$ cat config.mk
export PLATFORM = sky130hd
export DESIGN_NAME = order_risk_gate
export DESIGN_NICKNAME = d
export VERILOG_FILES = /design/src/rtl/order_risk_gate_pkg.sv /design/src/rtl/order_risk_gate_fifo.sv /design/src/rtl/order_risk_gate.sv
export SDC_FILE = /design/constraint.sdc
export NUM_CORES = 1
export LEC_CHECK = 0
export CORE_AREA = 2 2 267 216
export DETAILED_ROUTE_END_ITERATION = 6
export DIE_AREA = 0 0 269 218
export PLACE_DENSITY = 0.73
export SLEW_MARGIN = 20
export SYNTH_ARGS = -nofsm -noshare
export SYNTH_HDL_FRONTEND = slang
export SYNTH_SLANG_ARGS = --single-unit
$ cat constraint.sdc
create_clock -name clk -period 6.15 [get_ports clk]
set_input_delay 1.23 -clock clk [delete_from_list [all_inputs] [get_ports clk]]
set_output_delay 1.23 -clock clk [all_outputs]
set_load 0.005 [all_outputs]
$ cat src/rtl/order_risk_gate_pkg.sv
// order_risk_gate_pkg: order word layout, message type and reject reason codes
package order_risk_gate_pkg;
    localparam int MSG_TYPE_HI = 63;
    localparam int MSG_TYPE_LO = 56;
    localparam int INSTR_HI    = 55;
    localparam int INSTR_LO    = 32;
    localparam int PRICE_HI    = 31;
    localparam int PRICE_LO    = 0;

    localparam logic [7:0] MSG_NEW_ORDER = 8'h01;

    localparam logic [2:0] REJ_NONE  = 3'd0;
    localparam logic [2:0] REJ_KILL  = 3'd1;
    localparam logic [2:0] REJ_TYPE  = 3'd2;
    localparam logic [2:0] REJ_PRICE = 3'd3;
    localparam logic [2:0] REJ_DUP   = 3'd4;
    localparam logic [2:0] REJ_RATE  = 3'd5;
    localparam logic [2:0] REJ_FULL  = 3'd6;
endpackage

$ cat src/rtl/order_risk_gate_fifo.sv
// order_fifo: show-ahead synchronous FIFO with synchronous flush and occupancy output
module order_fifo #(
    parameter int DEPTH = 8,
    parameter int W     = 64
) (
    input  logic                     clk,
    input  logic                     reset,
    input  logic                     flush_i,
    input  logic                     push_i,
    input  logic [W-1:0]             data_i,
    input  logic                     pop_i,
    output logic [W-1:0]             data_o,
    output logic                     valid_o,
    output logic                     full_o,
    output logic [$clog2(DEPTH):0]   level_o
);
    localparam int AW = $clog2(DEPTH);
    localparam int LW = AW + 1;

    logic [W-1:0]  mem_q [DEPTH];
    logic [AW-1:0] wr_ptr_q, rd_ptr_q;
    logic [LW-1:0] level_q;
    logic          do_push, do_pop;

    // Pops on an empty queue are dropped; a push into a full queue only lands when a pop frees the slot.
    always_comb begin
        do_pop  = pop_i && (level_q != '0);
        do_push = push_i && ((level_q != LW'(DEPTH)) || do_pop);
    end

    // Pointer and occupancy bookkeeping; flush empties the queue in one cycle.
    always_ff @(posedge clk or posedge reset) begin
        if (reset) begin
            wr_ptr_q <= '0;
            rd_ptr_q <= '0;
            level_q  <= '0;
        end else if (flush_i) begin
            wr_ptr_q <= '0;
            rd_ptr_q <= '0;
            level_q  <= '0;
        end else begin
            wr_ptr_q <= wr_ptr_q + AW'(do_push);
            rd_ptr_q <= rd_ptr_q + AW'(do_pop);
            level_q  <= level_q + LW'(do_push) - LW'(do_pop);
        end
    end

    // Storage needs no reset; the head is masked to zero whenever the queue is empty.
    always_ff @(posedge clk) begin
        if (do_push && !flush_i) mem_q[wr_ptr_q] <= data_i;
    end

    assign valid_o = level_q != '0;
    assign data_o  = valid_o ? mem_q[rd_ptr_q] : '0;
    assign full_o  = level_q == LW'(DEPTH);
    assign level_o = level_q;
endmodule

$ cat src/rtl/order_risk_gate.sv
// order_risk_gate: pre-trade checks (kill, type, price, dedup, rate, full) feeding an output order queue
module order_risk_gate
    import order_risk_gate_pkg::*;
#(
    parameter int FIFO_DEPTH    = 8,
    parameter int TOKEN_MAX     = 4,
    parameter int REFILL_PERIOD = 16,
    parameter int DEDUP_WINDOW  = 8
) (
    input  logic                          clk,
    input  logic                          reset,
    input  logic                          kill_switch,
    input  logic [31:0]                   price_cap,
    input  logic [63:0]                   candidate_order,
    input  logic                          candidate_valid,
    output logic [63:0]                   order_out,
    output logic                          order_valid,
    input  logic                          order_ready,
    output logic                          reject_valid,
    output logic [2:0]                    reject_code,
    output logic [31:0]                   accept_count,
    output logic [31:0]                   reject_count,
    output logic [$clog2(FIFO_DEPTH):0]   fifo_level
);
    localparam int TW = $clog2(TOKEN_MAX + 1);
    localparam int RW = $clog2(REFILL_PERIOD);
    localparam int DW = $clog2(DEDUP_WINDOW + 1);

    logic [TW-1:0] tokens_q, tokens_d, tokens_inc;
    logic [RW-1:0] refill_q, refill_d;
    logic [DW-1:0] dedup_q, dedup_d;
    logic [23:0]   last_id_q, last_id_d;
    logic          rej_valid_q, rej_valid_d;
    logic [2:0]    rej_code_q, rej_code_d;
    logic [31:0]   acc_cnt_q, acc_cnt_d, rej_cnt_q, rej_cnt_d;
    logic [7:0]    msg;
    logic [23:0]   id;
    logic [31:0]   price;
    logic [2:0]    code;
    logic          accept, reject, refill_wrap, fifo_full;

    // Reason priority: the first failing check wins; full uses the pre-pop occupancy.
    always_comb begin
        msg   = candidate_order[MSG_TYPE_HI:MSG_TYPE_LO];
        id    = candidate_order[INSTR_HI:INSTR_LO];
        price = candidate_order[PRICE_HI:PRICE_LO];
        code  = kill_switch                                        ? REJ_KILL  :
                (msg != MSG_NEW_ORDER)                             ? REJ_TYPE  :
                (price == '0 || price > price_cap)                 ? REJ_PRICE :
                (id == last_id_q && dedup_q < DW'(DEDUP_WINDOW))   ? REJ_DUP   :
                (tokens_q == '0)                                   ? REJ_RATE  :
                fifo_full                                          ? REJ_FULL  : REJ_NONE;
        accept = candidate_valid && (code == REJ_NONE);
        reject = candidate_valid && (code != REJ_NONE);
    end

    // Next state: refill and consume in one cycle cancel out; dedup age saturates at the window.
    always_comb begin
        refill_wrap = refill_q == RW'(REFILL_PERIOD - 1);
        refill_d    = refill_wrap ? '0 : refill_q + 1'b1;
        tokens_inc  = (tokens_q < TW'(TOKEN_MAX)) ? tokens_q + 1'b1 : tokens_q;
        tokens_d    = refill_wrap ? (accept ? tokens_q : tokens_inc) : (accept ? tokens_q - 1'b1 : tokens_q);
        dedup_d     = accept ? '0 : (dedup_q < DW'(DEDUP_WINDOW)) ? dedup_q + 1'b1 : dedup_q;
        last_id_d   = accept ? id : last_id_q;
        rej_valid_d = reject;
        rej_code_d  = reject ? code : rej_code_q;
        acc_cnt_d   = acc_cnt_q + 32'(accept);
        rej_cnt_d   = rej_cnt_q + 32'(reject);
    end

    // Gate state registers; the dedup window starts expired and the bucket starts full.
    always_ff @(posedge clk or posedge reset) begin
        if (reset) begin
            tokens_q    <= TW'(TOKEN_MAX);
            refill_q    <= '0;
            dedup_q     <= DW'(DEDUP_WINDOW);
            last_id_q   <= '0;
            rej_valid_q <= 1'b0;
            rej_code_q  <= REJ_NONE;
            acc_cnt_q   <= '0;
            rej_cnt_q   <= '0;
        end else begin
            tokens_q    <= tokens_d;
            refill_q    <= refill_d;
            dedup_q     <= dedup_d;
            last_id_q   <= last_id_d;
            rej_valid_q <= rej_valid_d;
            rej_code_q  <= rej_code_d;
            acc_cnt_q   <= acc_cnt_d;
            rej_cnt_q   <= rej_cnt_d;
        end
    end

    order_fifo #(.DEPTH(FIFO_DEPTH), .W(64)) u_fifo (
        .clk     (clk),
        .reset   (reset),
        .flush_i (kill_switch),
        .push_i  (accept),
        .data_i  (candidate_order),
        .pop_i   (order_ready),
        .data_o  (order_out),
        .valid_o (order_valid),
        .full_o  (fifo_full),
        .level_o (fifo_level)
    );

    assign reject_valid = rej_valid_q;
    assign reject_code  = rej_code_q;
    assign accept_count = acc_cnt_q;
    assign reject_count = rej_cnt_q;
endmodule

Clock nets:
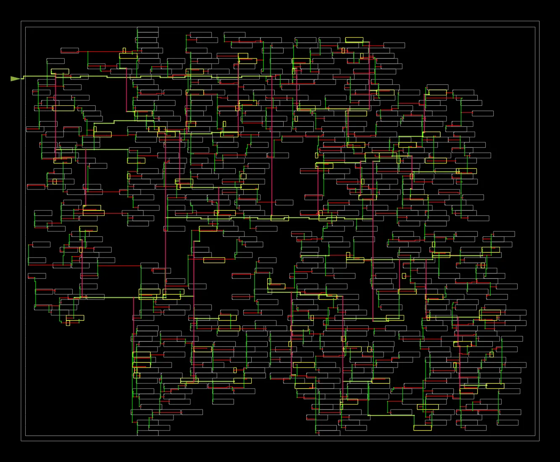
clk latency late pin: 0.65 ns
Sink Count: 625
Num CTS Buffers: 60

Signal wires on met4:
Scale: 2 px per um. Supply wires on this layer in gray.
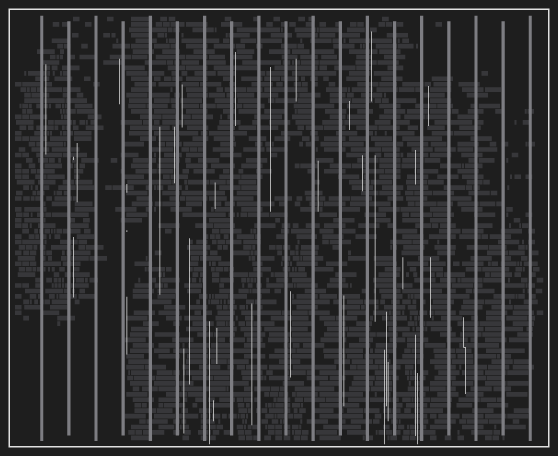
longest straight run = 83.6 um
share of all routed wire = 2.3%
Total Routed Length: 56300 um
Vias: 13500

Sequential cells grouped by signal name:
Scale: 2 px per um. Other sequential cells in the stronger gray, the rest of the logic in the fainter gray.
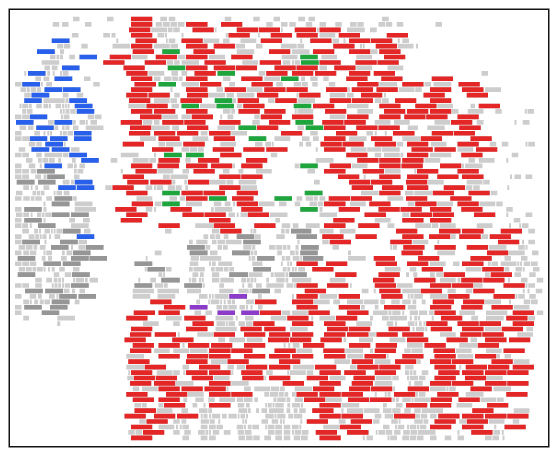
reject_count -> blue  # sequential cells 32, where top left
last_id_q -> green  # sequential cells 24
u_fifo.mem_q -> red  # sequential cells 512
u_fifo.level_o -> purple  # sequential cells 4
total sequential power: 4790 uW
Seq area share: 0.584
Util after Layout: 0.555
Register Area: 18200 um^2

Signal wires by layer:
Scale: 2 px per um.
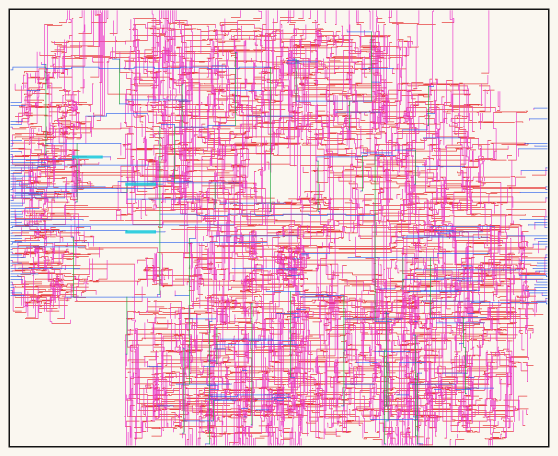
metal 1 -> red  # wire length 24.5 mm
metal 5 -> cyan  # wire length 41.4 um
metal 3 -> blue  # wire length 3390 um
metal 4 -> green  # wire length 1300 um
metal 2 -> magenta  # wire length 27.0 mm
drt wl/cell: 22.7 um
Total GRT Usage: 0.195

Local utilization:
Scale: 1.5 px per um. The die is cut into 27 by 22 equal tiles; white is low, dark blue is high, 0 to 100% covered.
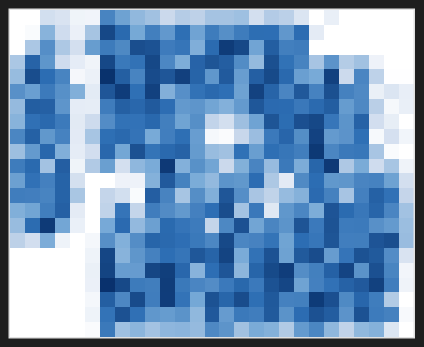
fullest tile = 100%
nearly empty tiles = 11%
mean over tiles = 52%
emptiest ninth of the die = bottom left
tiles over 75% full = 25%
Core Footprint: 56100 um^2
FP Core Util: 0.455

==> impl_metrics.yaml <==
# generated from flow reports
status:
  outcome: "complete, no violations"
worst_setup_path:
  crit_arrival_ns: 5.64
  reg2reg_depth: 14
  end_kind: "flip-flop"
  slowest_delay_ns: 0.59
floorplan:
  die_area_um2: 58600
  die_w_um: 269
pwr:
  p_leak_uw: 0.0108
flow_run:
  warnings: 27
  maxCapViolCount: 0
final_timing:
  finalCriticalPeriod_ns: 5.11
  drv_slew: 0
  slew_headroom: 0.296
logic_synthesis:
  ys.flop_type: "edfxtp_1"
  ys_cells: 1382
  syn_area_um2: 25500
finish:
  drive_above_1_share: 0.183
cts:
  cts_tree: "yes"
  clk_path_buf_depth: 3
global_routing:
  overflow: 0
place:
  pre_cts_ws_ns: 0.351
detailed_routing:
  via_per_inst: 5.44
[metal layers]
metal,global-route usage,share of wire,routed length [um]
met2,0.313,0.48,27000
met3,0.0399,0.060,3390
met4,0.0557,0.023,1300
met1,0.271,0.44,24500
met5,0,0.00073,41
[stage by stage]
step | std cells | instance area [um^2] | utilization
3_3_place_gp | 2369 | 29100 | 0.518
5_1_grt | 2483 | 31200 | 0.555
4_1_cts | 2482 | 31200 | 0.555
3_5_place_dp | 2369 | 29100 | 0.518
2_1_floorplan | 1382 | 25500 | -
6_report | 2484 | 31200 | 0.555
[report_power, final]
group          internal, uW  switching [uW]
Sequential             4630             160
Combinational          1360            1030
Clock                  2250            1590
[area by class of cell]
cell class	count	area [um^2]
clock buffers	70	1570
flip-flops and latches	625	18200
fillers	4246	24900
diodes	2	5.00
well taps	760	951
clock inverters	43	498
repair buffers	274	2740
inverters	50	190
multi-input cells	660	7000
[cells by family after synthesis]
group	count (synthesis)	synth area share
flops	625	0.714
simple gates	254	0.0510
mux	219	0.150
buf+inv	97	0.0148
xor+xnor	92	0.0316
fa+ha+maj	50	0.0251
compound gates	45	0.0137
[Yosys cell counts (2+ instances only)]
library cell / count / share of area
nor4_4: 2 / 0.0017
ha_1: 48 / 0.024
and2_1: 6 / 0.0015
dfrtp_1: 111 / 0.11
nand2_1: 39 / 0.0057
xnor2_1: 62 / 0.021
nand2b_1: 3 / 0.00074
a221o_1: 3 / 0.0012
dfstp_2: 2 / 0.0021
o211ai_1: 2 / 0.00059
nand4_1: 16 / 0.0039
edfxtp_1: 512 / 0.60
nand3_1: 26 / 0.0051
mux2_2: 24 / 0.011
and3_1: 17 / 0.0042
mux2i_1: 65 / 0.026
buf_2: 11 / 0.0022
buf_1: 9 / 0.0013
mux2_4: 2 / 0.0012
fa_1: 2 / 0.0016
nor2_1: 95 / 0.014
mux4_2: 128 / 0.11
nor2b_1: 9 / 0.0022
and4_1: 6 / 0.0021
o21ai_0: 7 / 0.0014
nor3_1: 9 / 0.0018
xor2_1: 30 / 0.010
or4_1: 2 / 0.00059
or2_2: 2 / 0.00049
a21oi_1: 16 / 0.0031
nand4_2: 4 / 0.0020
inv_1: 50 / 0.0074
clkbuf_1: 27 / 0.0040
a21o_1: 5 / 0.0015
nor4_1: 12 / 0.0029
[worst register-to-register path, delay by kind of cell (launching register included)]
kind,cells,cell delay [ns]
AND-OR/OR-AND,2,0.48
XOR/XNOR,2,0.28
adder cells (fa/ha/maj),2,0.52
flip-flops,1,0.39
AND/OR/NAND/NOR,8,2.27
[sequential cells by signal (all words and copies together), names as in the netlist]
register	flops
accept_count	32
u_fifo.rd_ptr_q	3
refill_q	4
reject_code	3
reject_valid	1
tokens_q	3
last_id_q	24
reject_count	32
dedup_q	4
u_fifo.level_o	4
u_fifo.mem_q	512
u_fifo.wr_ptr_q	3
[worst paths after layout]
path | to | slack, ns | startpoint
setup / recovery | accept_count[26] | 1.04 | candidate_order[9]
max in group asynchronous | accept_count[0] | 3.79 | reset
setup reg to reg | reject_count[28] | 2.09 | last_id_q[14]
hold / removal | accept_count[31] | 0.48 | accept_count[31]
hold reg to reg | accept_count[31] | 0.48 | accept_count[31]
min in group asynchronous | reject_count[31] | 1.16 | reset
Power is estimated from default activity; no workload was simulated.
